Design can_tx_serializer, sky130hd; sources not shown.
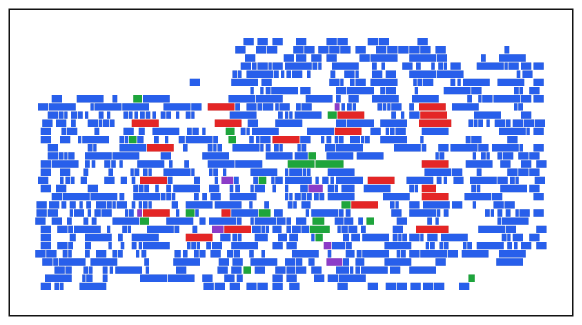
Figure 1: cell sizes after repair.
(3 px per um)
Red is drive 6 and up, cells 21, share 2.9%. Blue is drive 1 or less, cells 682, share 94%. Purple is drive 2, cells 7, share 0.96%. Green is drive 3 to 4, cells 19, share 2.6%.
post-route cell area: 7820 sq um
Non-clock buffers: 126

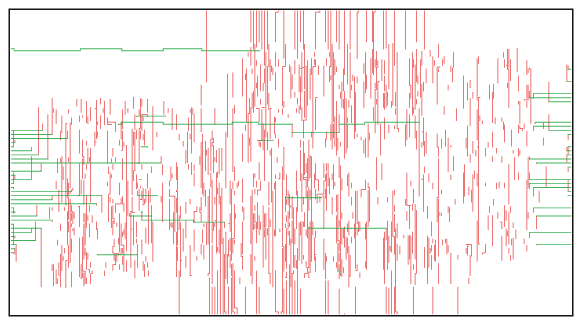
Figure 2: routed metal, one colour a layer.
(3 px per um) Two of the layers only.
Green is met3, wire length 776 um. Red is met2, wire length 6510 um.
GRT Util Overall: 14.6%
vias post-DR: 4474
Routed wire per std cell: 14.8 um

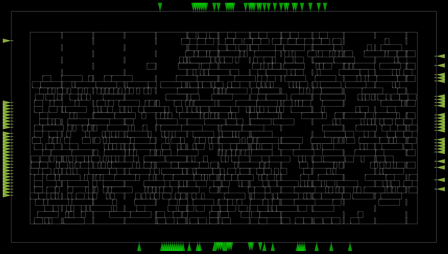
Figure 3: cell placement.
final core occ: 54.3%
fill cell count: 1298
Seq area share: 37.8%
Non-Filler Instances: 927

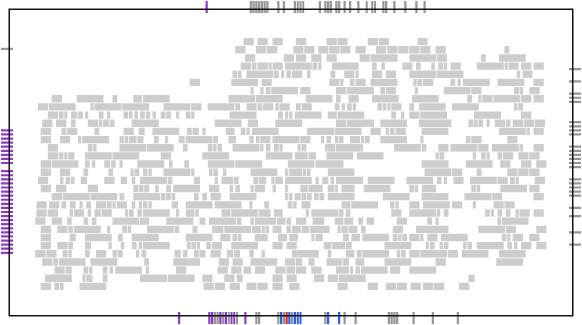
Figure 4: pin map.
(3 px per um) Pins as bars across the die edge, other pins in grey.
Blue is `bitcnt`, pins 7, direction output, edge south. Purple is `message`, pins 39, direction input, edge 30 west, 8 south, 1 north. Red is `busy`, pins 1, direction output, edge south.
All pins by edge: 36 south, 32 north, 31 west, 24 east.
Die X: 187 um
port bufs: 122

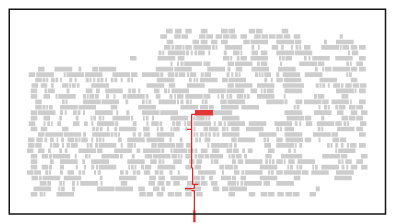
Figure 5: I/O nets highlighted.
(2 px per um)
Red is `busy`, bits 1, direction output, edge south, end cells 1, buffers 1, wire 61.9 um.
# IOs: 123

==> results.json <==
{
  "status": "complete, no violations",
  "pwr-share-clk_pct": 27.8,
  "ant_nets": 0,
  "dominant_cells": "flip-flops and latches",
  "synthFlopType": "dfrtp_1",
  "path_depth": 6,
  "fin_crit_sh_pct": 51.4,
  "cts.path.max_buffers": 2,
  "comb.multi_input.count": 443,
  "setup_violations": 0,
  "flops": 118,
  "rows": 31,
  "lay_top_count": "clkdlybuf4s50_1",
  "htreeDepth": 4,
  "wl_met2_mm": 6.51,
  "final_nets": 837,
  "drv_cap": 0,
  "grt_max_degree": 128,
  "crit_type": "reg2reg",
  "relSlewSlack_pct": 21.6,
  "die_area_sq_um": 19000,
  "flop_area_sq_um": 2950,
  "area_growth_pct": 33.2,
  "ys_area_sq_um": 5870,
  "top_area_cell": "dfrtp_1",
  "ctsHoldBuffers": 0,
  "fp_nets": 733,
  "worst_setup_path_end_kind": "flip-flop",
  "switching_share_pct": 34.7,
  "rsz0062_at_grt": "no",
  "grt_pass1_wl_mm": 22.8,
  "whs_ns": 0.465,
  "crit_chain": "inv_1, ha_4, nor2b_1, nand2_1, nand2_4, o21ai_0",
  "comb_share_pct": 35.0,
  "finalHoldViolations": 0,
  "p_leak_nw": 3.43,
  "edf_count": 0,
  "tns_ns": 0,
  "crit_required_ns": 6.34,
  "power_mw": 3.56,
  "first_iter_violations": 257,
  "core-area_sq_um": 14400,
  "top_layer": "met4",
  "startpoint_type": "flip-flop",
  "dp_cells": 895,
  "pwr_density_cell_nw_per_um2": 455,
  "slew_viol_final": 0,
  "dpl_cell_area_sq_um": 7230,
  "clkSinkCount": 118,
  "power_switching_mw": 1.23,
  "seq_power_share_pct": 37.4,
  "use_met3_pct": 5.29,
  "grt_overflow": 0,
  "synth_cells": 612,
  "syn-mean-instance-area_sq_um": 9.59,
  "path_delay_family": "simple AND/OR/NAND/NOR gates",
  "inv_count": 10,
  "wl_mm": 13.7,
  "skew_ns": 0.00797,
  "yosys-stat-cells": 612,
  "crit_fanout": 127,
  "synth_cell_types": 36,
  "period_needed_ns": 3.14,
  "gr-usage-met2_pct": 24.2,
  "fin_ws_ns": 2.97,
  "synth.area.top_cells": "dfrtp_1 (50%), mux2i_1 (14%), a21oi_1 (7.1%)",
  "antenna_found_initial": 0,
  "busiest_layer": "met2",
  "met1_usage_pct": 18.3,
  "first_global_vias": 4593,
  "cts_setup_buffers": 0,
  "cts_buffers": 17,
  "synthArstFlopShare_pct": 100,
  "remaining_drc_errors": 0,
  "avgViaCountPerCell": 4.83,
  "wl_met1_mm": 6.40,
  "place.gp.congestion": 0.770,
  "cts_tree": "built",
  "combPwrFrac_pct": 34.8,
  "layout.nonclk_buf_share_pct": 16.0,
  "num_antenna_cells": 0,
  "clkTransAtPathRegs_ns": 0.05,
  "max_slew.worst_pin.slew_ns": 1.18,
  "dp_hpwl_mm": 9.19,
  "ir_drop_uv": 214,
  "max_freq_mhz": 319,
  "intPower_mw": 2.32,
  "reg2reg_slack_ns": 2.97,
  "cp.arrival_ns": 3.37,
  "firstDrtPassIters": 4,
  "cp_slowest_stage_delay_ns": 0.87,
  "largest_reg_flops": 64,
  "crit_buf_inv": 1,
  "clock_area_share_pct": 7.58,
  "syn_area_sq_um": 5870,
  "top_cell_area_share_pct": 50.3,
  "mostFrequentLayoutCells": "clkdlybuf4s50_1 (122), dfrtp_1 (118), a21oi_1 (83)"
}
power by group through the flow:
| stage | registers (mW) | clock network (mW) | logic (mW) |
|---|---|---|---|
| global route | 1.38 | 1.05 | 1.42 |
| global placement | 1.33 | 0 | 1.22 |
| detailed placement | 1.34 | 0 | 1.26 |
| CTS | 1.33 | 1.01 | 1.26 |
| finish | 1.33 | 0.989 | 1.24 |
| floorplan | 1.28 | 0 | 0.984 |
cell families (layout without fill, tap and decap cells):
kind of cell / Yosys count / after routing / synth area share [%]
xor+xnor: 12 / 12 / 1.79
flops: 118 / 118 / 50.3
simple gates: 183 / 183 / 13.9
mux: 85 / 85 / 14.6
buf+inv: 51 / 168 / 3.64
compound gates: 155 / 155 / 14.0
fa+ha+maj: 8 / 8 / 1.83
Power figures rest on the tool's default switching activity, not on a simulated workload.
